Routed clock nets over the placement:
Bar = 20 µm.
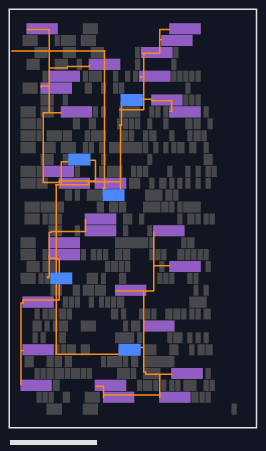
Selected gate families:
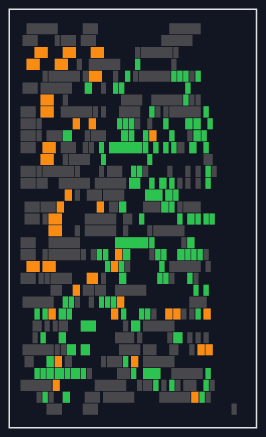
`src/rtl/lcd_bus_writer_pkg.sv`:
```
// Shared types, timing defaults and command constants for the LCD bus writer.
// Imported by the top-level writer and its timer sub-module.
package lcd_bus_writer_pkg;

  typedef enum logic [2:0] {
    ST_IDLE  = 3'd0,
    ST_SETUP = 3'd1,
    ST_PULSE = 3'd2,
    ST_HOLD  = 3'd3,
    ST_EXEC  = 3'd4,
    ST_ACK   = 3'd5
  } state_t;

  localparam int DEF_T_SETUP      = 4;
  localparam int DEF_T_PULSE      = 13;
  localparam int DEF_T_HOLD       = 2;
  localparam int DEF_T_EXEC_SHORT = 2000;
  localparam int DEF_T_EXEC_LONG  = 82000;
  localparam int DEF_CW           = 17;

  localparam logic [7:0] CMD_CLEAR = 8'h01;
  localparam logic [7:0] CMD_HOME  = 8'h02;

  // Clear (0x01), home (0x02/0x03) and 0x00 all need the long execution wait.
  function automatic logic needs_long_exec(input logic rs, input logic [7:0] data);
    return !rs && ((data & ~(CMD_CLEAR | CMD_HOME)) == 8'h00);
  endfunction

endpackage

```
`src/rtl/lcd_timer.sv`:
```
// Down-counter for the bus phase durations: loads a value, counts to zero and holds.
// The zero flag tells the FSM that the current phase has run its course.
module lcd_timer
  import lcd_bus_writer_pkg::*;
#(
  parameter int CW = DEF_CW
) (
  input  logic          Clk,
  input  logic          Reset,
  input  logic          load,
  input  logic [CW-1:0] value,
  output logic          zero
);

  logic [CW-1:0] count_reg;

  always_ff @(posedge Clk) begin
    if (!Reset) begin
      count_reg <= '0;
    end else if (load) begin
      count_reg <= value;
    end else if (count_reg != '0) begin
      count_reg <= count_reg - 1'b1;
    end
  end

  assign zero = (count_reg == '0);

endmodule

```
`src/rtl/lcd_bus_writer.sv`:
```
// Drives one HD44780-style write (setup / E pulse / hold / execution wait) per request
// and answers the controller with a four-phase Escrito acknowledge.
module lcd_bus_writer
  import lcd_bus_writer_pkg::*;
#(
  parameter int T_SETUP      = DEF_T_SETUP,
  parameter int T_PULSE      = DEF_T_PULSE,
  parameter int T_HOLD       = DEF_T_HOLD,
  parameter int T_EXEC_SHORT = DEF_T_EXEC_SHORT,
  parameter int T_EXEC_LONG  = DEF_T_EXEC_LONG,
  parameter int CW           = DEF_CW
) (
  input  logic       Clk,
  input  logic       Reset,
  input  logic       Ejecutar,
  input  logic       RS_in,
  input  logic [7:0] Data,
  output logic       Busy,
  output logic       Escrito,
  output logic       LCD_RS,
  output logic       LCD_RW,
  output logic       LCD_E,
  output logic [7:0] LCD_DB
);

  state_t        state_reg, state_next;
  logic          rs_reg;
  logic [7:0]    data_reg;
  logic          latch_req;
  logic          timer_load;
  logic [CW-1:0] timer_value;
  logic          timer_zero;
  logic          bus_valid;

  lcd_timer #(.CW(CW)) u_timer (
    .Clk   (Clk),
    .Reset (Reset),
    .load  (timer_load),
    .value (timer_value),
    .zero  (timer_zero)
  );

  always_ff @(posedge Clk) begin
    if (!Reset) begin
      state_reg <= ST_IDLE;
    end else begin
      state_reg <= state_next;
    end
  end

  // Request is captured once at acceptance; later input changes never reach the bus.
  always_ff @(posedge Clk) begin
    if (!Reset) begin
      rs_reg   <= 1'b0;
      data_reg <= 8'h00;
    end else if (latch_req) begin
      rs_reg   <= RS_in;
      data_reg <= Data;
    end
  end

  always_comb begin
    state_next  = state_reg;
    latch_req   = 1'b0;
    timer_load  = 1'b0;
    timer_value = '0;
    case (state_reg)
      ST_IDLE: begin
        if (Ejecutar) begin
          latch_req   = 1'b1;
          timer_load  = 1'b1;
          timer_value = CW'(T_SETUP - 1);
          state_next  = ST_SETUP;
        end
      end
      ST_SETUP: begin
        if (timer_zero) begin
          timer_load  = 1'b1;
          timer_value = CW'(T_PULSE - 1);
          state_next  = ST_PULSE;
        end
      end
      ST_PULSE: begin
        if (timer_zero) begin
          timer_load  = 1'b1;
          timer_value = CW'(T_HOLD - 1);
          state_next  = ST_HOLD;
        end
      end
      ST_HOLD: begin
        if (timer_zero) begin
          timer_load  = 1'b1;
          timer_value = needs_long_exec(rs_reg, data_reg) ? CW'(T_EXEC_LONG - 1)
                                                          : CW'(T_EXEC_SHORT - 1);
          state_next  = ST_EXEC;
        end
      end
      ST_EXEC: begin
        if (timer_zero) begin
          state_next = ST_ACK;
        end
      end
      ST_ACK: begin
        // Waiting for the request to drop keeps a held Ejecutar from starting a second write.
        if (!Ejecutar) begin
          state_next = ST_IDLE;
        end
      end
      default: begin
        state_next = ST_IDLE;
      end
    endcase
  end

  assign bus_valid = (state_reg == ST_SETUP) || (state_reg == ST_PULSE) || (state_reg == ST_HOLD);

  assign Busy    = (state_reg != ST_IDLE);
  assign Escrito = (state_reg == ST_ACK);
  assign LCD_E   = (state_reg == ST_PULSE);
  assign LCD_RW  = 1'b0;
  assign LCD_RS  = bus_valid ? rs_reg : 1'b0;
  assign LCD_DB  = bus_valid ? data_reg : 8'h00;

endmodule

```
`config.mk`:
```
export PLATFORM = sky130hd
export DESIGN_NAME = lcd_bus_writer
export DESIGN_NICKNAME = d
export VERILOG_FILES = /design/src/rtl/lcd_bus_writer_pkg.sv /design/src/rtl/lcd_timer.sv /design/src/rtl/lcd_bus_writer.sv
export SDC_FILE = /design/constraint.sdc
export NUM_CORES = 1
export LEC_CHECK = 0
export ABC_AREA = 1
export CAP_MARGIN = 10
export CORE_ASPECT_RATIO = 1.75
export CORE_MARGIN = 2
export CORE_UTILIZATION = 40
export CTS_CLUSTER_SIZE = 30
export DETAILED_ROUTE_END_ITERATION = 12
export HOLD_SLACK_MARGIN = 0.1
export SLEW_MARGIN = 20
export SYNTH_ARGS = -nofsm -noshare
export SYNTH_HDL_FRONTEND = slang
export SYNTH_HIERARCHICAL = 1
export SYNTH_SLANG_ARGS = --single-unit
```
`constraint.sdc`:
```
create_clock -name Clk -period 2.9 [get_ports Clk]
set_input_delay 0.58 -clock Clk [delete_from_list [all_inputs] [get_ports Clk]]
set_output_delay 0.58 -clock Clk [all_outputs]
set_load 0.01 [all_outputs]
```
==> impl_results.html <==
<p>Metrics extracted from the flow reports.</p>
<table>
<tr><th>Metric</th><th>Value</th></tr>
<tr><th colspan="2">Critical path</th></tr>
<tr><td>Worst Setup Start Kind</td><td>register</td></tr>
<tr><td>Worst endpoint required time</td><td>3100 ps</td></tr>
<tr><td>CP most frequent cell</td><td>inv_1</td></tr>
<tr><td>Reg2Reg Depth</td><td>12</td></tr>
<tr><td>Capture point of the worst reg-to-reg path</td><td>u_timer/count_reg[0]</td></tr>
<tr><td>Worst setup path end</td><td>u_timer/count_reg[0]</td></tr>
<tr><td>Crit path arrival time</td><td>roughly 2500 ps</td></tr>
<tr><td>Depth of the critical timing path with buffers and inverters included</td><td>12</td></tr>
<tr><td>Delay of the slowest critical-path stage</td><td>320 ps</td></tr>
<tr><td>Critical Path, Cell by Cell</td><td>inv_1 -&gt; ha_1 -&gt; nand2_4 -&gt; nor2_8 -&gt; nand4_4 -&gt; nor2_2 -&gt; inv_1 -&gt; o21ai_1 -&gt; inv_1 -&gt; nand4_4 -&gt; nand2_1 -&gt; a21oi_1</td></tr>
<tr><td>Worst path top cell family by delay</td><td>simple AND/OR/NAND/NOR gates</td></tr>
<tr><td>Beginning of the critical path</td><td>u_timer/count_reg[0]</td></tr>
<tr><td>Worst Setup End Kind</td><td>register</td></tr>
<tr><td>Startpoint of the worst register-to-register path</td><td>u_timer/count_reg[0]</td></tr>
<tr><td>Highest net fanout along the worst path</td><td>14</td></tr>
<tr><td>Crit path buffers/inverters</td><td>3</td></tr>
<tr><td>Slowest cell on the critical path</td><td>dfxtp_1</td></tr>
<tr><td>Worst setup slack for register-to-register paths</td><td>590 ps</td></tr>
<tr><td>Type of the worst setup path</td><td>reg -&gt; reg</td></tr>
<tr><th colspan="2">Power</th></tr>
<tr><td>Pint</td><td>1.46 mW</td></tr>
<tr><td>Switching power share of the total</td><td>between 50% and 60%</td></tr>
<tr><td>Share of total power in the clock network</td><td>11.1%</td></tr>
<tr><td>Comb group</td><td>1.95 mW</td></tr>
<tr><td>Leakage power</td><td>1.03 nW</td></tr>
<tr><td>Share of power burned in registers</td><td>23.5%</td></tr>
<tr><td>Power group with the highest consumption</td><td>combinational cells</td></tr>
<tr><td>Proportion of power drawn by combinational gates</td><td>65.4%</td></tr>
<tr><td>Switching power</td><td>1.52 mW</td></tr>
<tr><td>Power per Cell Area</td><td>approximately 1300 mW/mm²</td></tr>
<tr><td>P_seq</td><td>between 0.7 and 0.8 mW</td></tr>
<tr><td>Total clock network power</td><td>0.330 mW</td></tr>
<tr><td>Peak supply drop</td><td>1.07 mV</td></tr>
<tr><th colspan="2">Routing</th></tr>
<tr><td>Violation count after the first detailed-route iteration</td><td>22</td></tr>
<tr><td>Metal1 wirelength</td><td>around 1600 µm</td></tr>
<tr><td>Drc violations</td><td>0</td></tr>
<tr><td>Total detailed-routing wirelength</td><td>4160 µm</td></tr>
<tr><td>Top layer in use</td><td>met4</td></tr>
<tr><td>Number of vias after detailed routing</td><td>1768</td></tr>
<tr><td>Length of routed met2 wiring</td><td>2260 µm</td></tr>
<tr><td>Post-DR vias/cell</td><td>4.77</td></tr>
<tr><td>Wire length per cell after detailed routing</td><td>about 11 µm</td></tr>
<tr><td>Routed Antenna Nets</td><td>0</td></tr>
<tr><td>Met3 wire length</td><td>160 µm</td></tr>
<tr><td>Detailed-routing iteration count for the pre-antenna-repair pass</td><td>4</td></tr>
<tr><th colspan="2">Yosys</th></tr>
<tr><td>Post-synthesis cell count</td><td>289</td></tr>
<tr><td>Proportion of register bits with asynchronous set or reset after synthesis</td><td>0%</td></tr>
<tr><td>Most common cell in the netlist</td><td>nand2_1</td></tr>
<tr><td>Distinct lib cells</td><td>33</td></tr>
<tr><td>Netlist area before placement</td><td>0.00191 mm²</td></tr>
<tr><td>Cell type with the highest aggregate area in the netlist</td><td>dfxtp_1</td></tr>
<tr><td>Top cell area share</td><td>30.4%</td></tr>
<tr><td>Ranking of synthesized cells by instance count</td><td>nand2_1, nor2_1, dfxtp_1, inv_1, nand3_1</td></tr>
<tr><td>Synth Seq Share</td><td>30.4%</td></tr>
<tr><td>Top area cell types</td><td>dfxtp_1, nand2_1, nor2_1</td></tr>
<tr><td>Synth warnings</td><td>6</td></tr>
<tr><td>Post-synthesis mux area share</td><td>1.05%</td></tr>
<tr><td>XOR/XNOR share of the synthesized area</td><td>1.38%</td></tr>
<tr><td>Synthesized area divided by synthesized cell count</td><td>around 6.6 µm²</td></tr>
<tr><td>Post-synth top flop</td><td>dfxtp_1</td></tr>
<tr><td>Yosys Chip Area</td><td>0.00191 mm²</td></tr>
<tr><td>Flop and latch count out of synthesis</td><td>29</td></tr>
<tr><td>Comb area leader</td><td>simple AND/OR/NAND/NOR gates</td></tr>
<tr><td>Simple share</td><td>43.5%</td></tr>
<tr><td>Adders+Majority by Area</td><td>0.655%</td></tr>
<tr><td>Post-synthesis share of cell area spent on and-or and or-and gates</td><td>approximately an eighth</td></tr>
<tr><td>Number of synthesized flops with an enable pin</td><td>0</td></tr>
<tr><td>Ys cells</td><td>289</td></tr>
<tr><th colspan="2">Cells and area</th></tr>
<tr><td>Fin cells</td><td>371</td></tr>
<tr><td>Non-Clock Buffer Area Fraction</td><td>11.5%</td></tr>
<tr><td>Non-clk bufs</td><td>27</td></tr>
<tr><td>Antenna cell count</td><td>0</td></tr>
<tr><td>Comb gates</td><td>225</td></tr>
<tr><td>Flops</td><td>29</td></tr>
<tr><td>Leading cell kind</td><td>multi-input combinational cells</td></tr>
<tr><td>Commonest non-fill, non-tap cell in the layout</td><td>nand2_1</td></tr>
<tr><td>Most numerous logic cells after layout</td><td>nand2_1, nor2_1, dfxtp_1, inv_1, clkdlybuf4s50_1</td></tr>
<tr><td>Combinational share of cell area</td><td>50.9%</td></tr>
<tr><td>Post-layout utilization of the core</td><td>between 40% and 50%</td></tr>
<tr><td>Combinational gate area</td><td>0.00115 mm²</td></tr>
<tr><td>Sequential portion of the cell area</td><td>around a quarter</td></tr>
<tr><td>Final clock-cell share</td><td>3.82%</td></tr>
<tr><td>Count of clock-net buffers in the final layout</td><td>7</td></tr>
<tr><td>Max reg flops</td><td>17</td></tr>
<tr><td>Layout cell share with drive strength beyond 1</td><td>between 10% and 20%</td></tr>
<tr><td>Post-layout nets</td><td>332</td></tr>
<tr><td>Final-layout fill cell count</td><td>499</td></tr>
<tr><td>Area occupied by registers</td><td>581 µm²</td></tr>
<tr><td>Inverter count of the layout excluding clock inverters</td><td>31</td></tr>
<tr><td>Area added between synthesis and finish</td><td>18.3%</td></tr>
<tr><th colspan="2">Floorplanning</th></tr>
<tr><td>Std-Cell Rows</td><td>33</td></tr>
<tr><td>Standard cell core area</td><td>around 0.0046 mm²</td></tr>
<tr><td>Die Span Y</td><td>between 90 and 100 µm</td></tr>
<tr><td>Number of ports placed on the die boundary</td><td>25</td></tr>
<tr><td># Taps</td><td>52</td></tr>
<tr><td>Horizontal extent of the die</td><td>56.2 µm</td></tr>
<tr><td>Pre-Place Util</td><td>approximately two fifths</td></tr>
<tr><td>Overall die area</td><td>0.00536 mm²</td></tr>
<tr><th colspan="2">Clocking</th></tr>
<tr><td>Max Root-Sink Buffers</td><td>2</td></tr>
<tr><td>CTS root buffer</td><td>clkbuf_8</td></tr>
<tr><td>Skew-Pair Late Insertion Delay</td><td>280 ps</td></tr>
<tr><td>Number of levels in the clock H-tree</td><td>2</td></tr>
<tr><td>Post-CTS setup repair buffer count</td><td>0</td></tr>
<tr><td>Clock tree from TritonCTS</td><td>yes</td></tr>
<tr><td>Clock input transition at the sequential cells of the worst setup and hold paths</td><td>60 ps</td></tr>
<tr><td>Clk sinks</td><td>29</td></tr>
<tr><td>Post-cts repair resize count</td><td>0</td></tr>
<tr><td>CTS Buf Count</td><td>5</td></tr>
<tr><td>Number of hold buffers added after cts</td><td>0</td></tr>
<tr><th colspan="2">Final timing</th></tr>
<tr><td>Post-layout period usage</td><td>between 70% and 80%</td></tr>
<tr><td>Slew Limit Fails</td><td>0</td></tr>
<tr><td>Largest clock skew in the final design</td><td>roughly 7.3 ps</td></tr>
<tr><td>Final sum of negative setup slack</td><td>0 ps</td></tr>
<tr><td>Setup repair after global routing missed its margin</td><td>no</td></tr>
<tr><td>Number of setup violations in the final report</td><td>0</td></tr>
<tr><td>Number of endpoints with negative hold slack in the final report</td><td>0</td></tr>
<tr><th colspan="2">Global routing</th></tr>
<tr><td>Number of global-route vias before repair</td><td>1626</td></tr>
<tr><td>Global-route wire length before repair</td><td>6930 µm</td></tr>
<tr><td>All-layer global routing usage</td><td>16.7%</td></tr>
<tr><td>Leftover overflow at the end of global routing</td><td>0</td></tr>
<tr><td>Largest net degree at the start of global routing</td><td>24</td></tr>
<tr><td>Antenna violations before repair</td><td>0</td></tr>
<tr><th colspan="2">Hold path</th></tr>
<tr><td>Capture endpoint of the worst hold path</td><td>data_reg[1]</td></tr>
<tr><td>Path category of the worst min-delay check</td><td>reg -&gt; reg</td></tr>
<tr><td>Hold depth</td><td>2</td></tr>
<tr><td>Hold path startpoint</td><td>data_reg[1]</td></tr>
<tr><th colspan="2">Outcome</th></tr>
<tr><td>Status</td><td>finished clean</td></tr>
<tr><th colspan="2">Run</th></tr>
<tr><td>OpenROAD warning count</td><td>26</td></tr>
<tr><td>Max-cap viol count</td><td>0</td></tr>
<tr><th colspan="2">Placement</th></tr>
<tr><td>Total half-perimeter wirelength after legalization and detailed placement</td><td>3260 µm</td></tr>
<tr><td>Tally of buffers added on design ports</td><td>23</td></tr>
<tr><td>Placer Congestion</td><td>0.776</td></tr>
<tr><td>Placed Instances</td><td>364</td></tr>
</table>
## Picture notes: 'routed clock nets over the placement'
Key: flip-flops = purple [count 29]; clock-net drivers = blue [count 5]; clock wires = orange [length 415 µm]
There are 6 routed clock nets.

## Picture notes: 'selected gate families'
Key: aoi and oai cells = orange [cells 36]; nand cells = green [cells 116]

-- metal layers --
layer | vias to the layer above | track usage [%]
met2 | 28 | 33.3
met4 | 0 | 8.93
li1 | 953 | -
met3 | 10 | 3.80
met1 | 777 | 15.1
met5 | - | 0
-- stage by stage --
step	hold slack, ps	power [mW]	setup slack [ps]	area [µm²]
after floorplan	435	2.29	691	1930
after global placement	450	2.67	628	2170
after detailed placement	454	2.68	567	2170
after CTS	462	3.02	550	2260
after global routing	474	3.30	343	2260
final	459	2.98	588	2260
-- cell families (layout without fill, tap and decap cells) --
family / count (synthesis) / count (layout)
xor gates and xnor gates: 3 / 3
AOI/OAI and AO/OA: 36 / 36
buffers and inverters: 41 / 65
DFF: 29 / 29
other: 1 / 7
and+or+nand+nor: 176 / 176
adders and majority gates: 1 / 1
muxes: 2 / 2
Power figures rest on the tool's default switching activity, not on a simulated workload.
